**src/rtl/mem_arbiter_if.sv**
```systemverilog
// Bus bundle between the instruction/data requesters, the arbiter and the shared RAM port.
interface mem_arbiter_if #(
  parameter int unsigned WORD_W = 32
);
  logic              iREN;
  logic [WORD_W-1:0] iaddr;
  logic              iwait;
  logic [WORD_W-1:0] iload;

  logic              dREN;
  logic              dWEN;
  logic [WORD_W-1:0] daddr;
  logic [WORD_W-1:0] dstore;
  logic              dwait;
  logic [WORD_W-1:0] dload;

  logic              ramREN;
  logic              ramWEN;
  logic [WORD_W-1:0] ramaddr;
  logic [WORD_W-1:0] ramstore;
  logic [WORD_W-1:0] ramload;
  logic              ramready;

  // Arbiter side.
  modport slave (
    input  iREN, iaddr, dREN, dWEN, daddr, dstore, ramload, ramready,
    output iwait, iload, dwait, dload, ramREN, ramWEN, ramaddr, ramstore
  );

  // Requester / RAM side.
  modport master (
    output iREN, iaddr, dREN, dWEN, daddr, dstore, ramload, ramready,
    input  iwait, iload, dwait, dload, ramREN, ramWEN, ramaddr, ramstore
  );
endinterface

```
**src/rtl/mem_arbiter.sv**
```systemverilog
// Two-requester (instruction/data) arbiter for a single shared RAM port.
// Data wins ties unless the instruction side has waited through STARVE_MAX data grants.
module mem_arbiter #(
  parameter int unsigned WORD_W     = 32,
  parameter int unsigned STARVE_MAX = 4
) (
  input  logic         CLK,
  input  logic         RST,
  mem_arbiter_if.slave bus
);

  localparam int unsigned SCNT_W = (STARVE_MAX > 0) ? $clog2(STARVE_MAX + 1) : 1;

  typedef enum logic [2:0] {
    IDLE,
    D_ACC,
    I_ACC,
    D_RESP,
    I_RESP
  } state_t;

  state_t            state, state_n;
  logic [SCNT_W-1:0] scount, scount_n;
  logic [WORD_W-1:0] addr_q, addr_n;
  logic [WORD_W-1:0] store_q, store_n;
  logic              wr_q, wr_n;
  logic              ren_q, ren_n;
  logic              wen_q, wen_n;
  logic              iwait_q, dwait_q;
  logic [WORD_W-1:0] iload_q, dload_q;
  logic              cap_d, cap_i;
  logic              d_req, starve, acc_n;

  // Arbitration, access sequencing and next-cycle RAM strobes.
  always_comb begin
    state_n  = state;
    scount_n = scount;
    addr_n   = addr_q;
    store_n  = store_q;
    wr_n     = wr_q;
    cap_d    = 1'b0;
    cap_i    = 1'b0;
    d_req    = bus.dREN | bus.dWEN;
    starve   = bus.iREN && (scount == SCNT_W'(STARVE_MAX));

    unique case (state)
      IDLE: begin
        if (d_req && !starve) begin
          state_n = D_ACC;
          addr_n  = bus.daddr;
          store_n = bus.dstore;
          wr_n    = bus.dWEN;
          if (bus.iREN) scount_n = scount + SCNT_W'(1);
        end else if (bus.iREN) begin
          state_n  = I_ACC;
          addr_n   = bus.iaddr;
          store_n  = '0;
          wr_n     = 1'b0;
          scount_n = '0;
        end
      end
      D_ACC: begin
        if (bus.ramready) begin
          state_n = D_RESP;
          cap_d   = 1'b1;
        end
      end
      I_ACC: begin
        if (bus.ramready) begin
          state_n = I_RESP;
          cap_i   = 1'b1;
        end
      end
      D_RESP, I_RESP: state_n = IDLE;
      default:        state_n = IDLE;
    endcase

    acc_n = (state_n == D_ACC) || (state_n == I_ACC);
    ren_n = acc_n && !wr_n;
    wen_n = acc_n && wr_n;
  end

  // State, latched request and registered outputs.
  always_ff @(posedge CLK) begin
    if (RST) begin
      state   <= IDLE;
      scount  <= '0;
      addr_q  <= '0;
      store_q <= '0;
      wr_q    <= 1'b0;
      ren_q   <= 1'b0;
      wen_q   <= 1'b0;
      iwait_q <= 1'b1;
      dwait_q <= 1'b1;
      iload_q <= '0;
      dload_q <= '0;
    end else begin
      state   <= state_n;
      scount  <= scount_n;
      addr_q  <= addr_n;
      store_q <= store_n;
      wr_q    <= wr_n;
      ren_q   <= ren_n;
      wen_q   <= wen_n;
      iwait_q <= (state_n != I_RESP);
      dwait_q <= (state_n != D_RESP);
      if (cap_i) iload_q <= bus.ramload;
      if (cap_d) dload_q <= bus.ramload;
    end
  end

  assign bus.ramREN   = ren_q;
  assign bus.ramWEN   = wen_q;
  assign bus.ramaddr  = addr_q;
  assign bus.ramstore = store_q;
  assign bus.iwait    = iwait_q;
  assign bus.iload    = iload_q;
  assign bus.dwait    = dwait_q;
  assign bus.dload    = dload_q;

endmodule

```
**src/flat_wrapper.sv**
```systemverilog
// flat-port wrapper written by rule: the top's interface ports become plain ports
module mem_arbiter_flat 
#(
  parameter int unsigned WORD_W     = 32,
  parameter int unsigned STARVE_MAX = 4
)
  (CLK, RST, bus_iREN, bus_iaddr, bus_dREN, bus_dWEN, bus_daddr, bus_dstore, bus_ramload, bus_ramready, bus_iwait, bus_iload, bus_dwait, bus_dload, bus_ramREN, bus_ramWEN, bus_ramaddr, bus_ramstore);
  mem_arbiter_if #(.WORD_W(WORD_W)) bus_i ();
  input  logic CLK;
  input  logic RST;
  input wire logic [$bits(bus_i.iREN)-1:0] bus_iREN;
  input wire logic [$bits(bus_i.iaddr)-1:0] bus_iaddr;
  input wire logic [$bits(bus_i.dREN)-1:0] bus_dREN;
  input wire logic [$bits(bus_i.dWEN)-1:0] bus_dWEN;
  input wire logic [$bits(bus_i.daddr)-1:0] bus_daddr;
  input wire logic [$bits(bus_i.dstore)-1:0] bus_dstore;
  input wire logic [$bits(bus_i.ramload)-1:0] bus_ramload;
  input wire logic [$bits(bus_i.ramready)-1:0] bus_ramready;
  output wire logic [$bits(bus_i.iwait)-1:0] bus_iwait;
  output wire logic [$bits(bus_i.iload)-1:0] bus_iload;
  output wire logic [$bits(bus_i.dwait)-1:0] bus_dwait;
  output wire logic [$bits(bus_i.dload)-1:0] bus_dload;
  output wire logic [$bits(bus_i.ramREN)-1:0] bus_ramREN;
  output wire logic [$bits(bus_i.ramWEN)-1:0] bus_ramWEN;
  output wire logic [$bits(bus_i.ramaddr)-1:0] bus_ramaddr;
  output wire logic [$bits(bus_i.ramstore)-1:0] bus_ramstore;
  assign bus_i.iREN = bus_iREN;
  assign bus_i.iaddr = bus_iaddr;
  assign bus_i.dREN = bus_dREN;
  assign bus_i.dWEN = bus_dWEN;
  assign bus_i.daddr = bus_daddr;
  assign bus_i.dstore = bus_dstore;
  assign bus_i.ramload = bus_ramload;
  assign bus_i.ramready = bus_ramready;
  assign bus_iwait = bus_i.iwait;
  assign bus_iload = bus_i.iload;
  assign bus_dwait = bus_i.dwait;
  assign bus_dload = bus_i.dload;
  assign bus_ramREN = bus_i.ramREN;
  assign bus_ramWEN = bus_i.ramWEN;
  assign bus_ramaddr = bus_i.ramaddr;
  assign bus_ramstore = bus_i.ramstore;
  mem_arbiter #(.WORD_W(WORD_W), .STARVE_MAX(STARVE_MAX)) u_core (.CLK(CLK), .RST(RST), .bus(bus_i));
endmodule
```
**config.mk**
```make
export PLATFORM = sky130hd
export DESIGN_NAME = mem_arbiter_flat
export DESIGN_NICKNAME = d
export VERILOG_FILES = /design/src/rtl/mem_arbiter_if.sv /design/src/rtl/mem_arbiter.sv /design/src/flat_wrapper.sv
export SDC_FILE = /design/constraint.sdc
export NUM_CORES = 1
export LEC_CHECK = 0
export CAP_MARGIN = 20
export CORE_ASPECT_RATIO = 1.25
export CORE_MARGIN = 1
export CORE_UTILIZATION = 44
export DETAILED_ROUTE_END_ITERATION = 10
export GPL_ROUTABILITY_DRIVEN = 0
export GPL_TIMING_DRIVEN = 0
export PLACE_DENSITY = 0.95
export SYNTH_ARGS = -nofsm -noshare
export SYNTH_HDL_FRONTEND = slang
export SYNTH_SLANG_ARGS = --single-unit
export TNS_END_PERCENT = 30
```
**constraint.sdc**
```tcl
create_clock -name CLK -period 2.9 [get_ports CLK]
set_input_delay 0.29 -clock CLK [delete_from_list [all_inputs] [get_ports CLK]]
set_output_delay 0.29 -clock CLK [all_outputs]
set_load 0.05 [all_outputs]
```
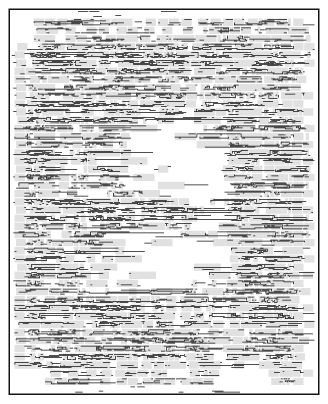
*Met1 routing*
Drawn at 3 px/µm. Cells faint in the background.
longest straight run = 32.2 µm
main direction = horizontal
Total Wirelength: 19560 µm
global routing met1 resource utilization: 31.32%
total via count after detailed routing: 6287

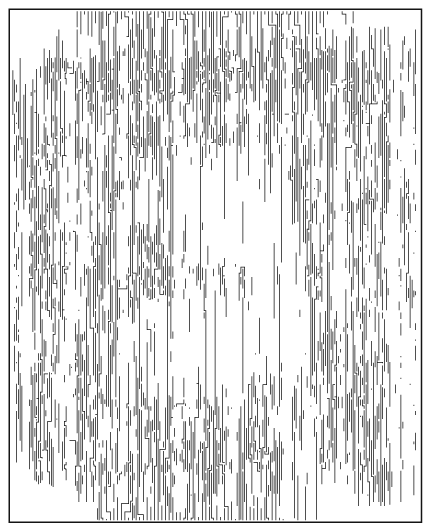
*Signal wires on met2*
Drawn at 4 px/µm.
wire length on this layer = 10200 µm
share of all routed wire = 52%
nets with wire on the layer = 954
longest straight run = 52.0 µm
main direction = vertical
M2 GR Usage: 52.27%

==> flow_summary.ini <==
; synthesis and place-and-route metrics
[placement]
dpl.hpwl_um = 14230
dpl-instance-area_um2 = 8423
place_ws_ns = 0.8300

[routing]
top_layer_used = met4
routed_via_density = 5.520
drt.antenna.violating_nets = 0
drc = 0

[synthesis]
synth_dominant_cell_count = sky130_fd_sc_hd__dfxtp_1
ys_top_cells_by_count = sky130_fd_sc_hd__dfxtp_1 (139), sky130_fd_sc_hd__a21oi_1 (133), sky130_fd_sc_hd__nand2_1 (131), sky130_fd_sc_hd__o21ai_0 (66), sky130_fd_sc_hd__clkbuf_1 (38)
adder_share_pct = 0.4488
netlist_area_um2 = 5575
yosys.area_share.xor_xnor_pct = 0.1571
synthesis.area_per_instance_um2 = 8.199
syn-num-nets = 816
synth_cell_types = 36
synthMuxAreaShare_pct = 0
fraction_of_registers_with_async_set_or_reset_after_synthesis_pct = 0

[layout]
final_cell_area_um2 = 9006
inv_count = 4
clock_buffers = 18
comb-cell-share_pct = 26.81
layout_top_cell = sky130_fd_sc_hd__clkdlybuf4s50_1
comb_cells = 461
area.sequential_um2 = 2783
clock_tree_area_fraction_pct = 6.474

[clocking]
postCtsResizedCells = 0
tritoncts.num_buffers = 17
clk_latency_ns = 0.40

[final_timing]
worst_pin_slew_ns = 0.6372
max-slew-margin-rel_pct = 56.92
final-setup-viol-count = 0
final.setup.tns_ns = 0
fin_ws_ns = 0.9406

[floorplanning]
floorplan.tapcells = 164
die.size.x_um = 102.7
fp_util_pct = 45.42
core.rowCount = 45

[setup_path]
timing.critical_path.cells = clkdlybuf4s50_1
startpoint = u_core.bus.dload[11]$_SDFFE_PP0P_
critical_path_arrival_ns = 1.67
cp.depth = 1
regToRegStartpoint = u_core.scount[0]$_SDFFE_PP0P_
end_kind = output port
cp-start-kind = register

[global_route]
initial_antenna_violation_count = 0
track_usage_pct = 29.20

[power]
ir_drop_mv = 0.3915

[run_status]
run_status = finished clean

[hold_path]
hold-path-cell-count = 2
## registers in the layout (all words and copies together), names as in the netlist, 3 cells and up
signal	flops
u_core.bus.ramaddr	32
u_core.bus.dload	32
u_core.bus.iload	32
u_core.bus.ramstore	32
u_core.scount	3
u_core.state	3
## per-stage QoR
| step | utilization [%] | hold slack [ns] |
|---|---|---|
| finish | 73.37 | 0.3559 |
| global route | 73.37 | 0.3741 |
| CTS | 73.37 | 0.3253 |
| detailed placement | 68.62 | 0.4464 |
| global placement | 68.62 | 0.4411 |
| floorplan | - | 0.4028 |
## power by group
group          switching [W]  internal [W]  leakage [nW]
Clock               0.000843       0.00129         0.275
Sequential         0.0000709       0.00205          1.14
Combinational       0.000856      0.000539          1.77
Total                0.00177       0.00388          3.18
Power is estimated from default activity; no workload was simulated.
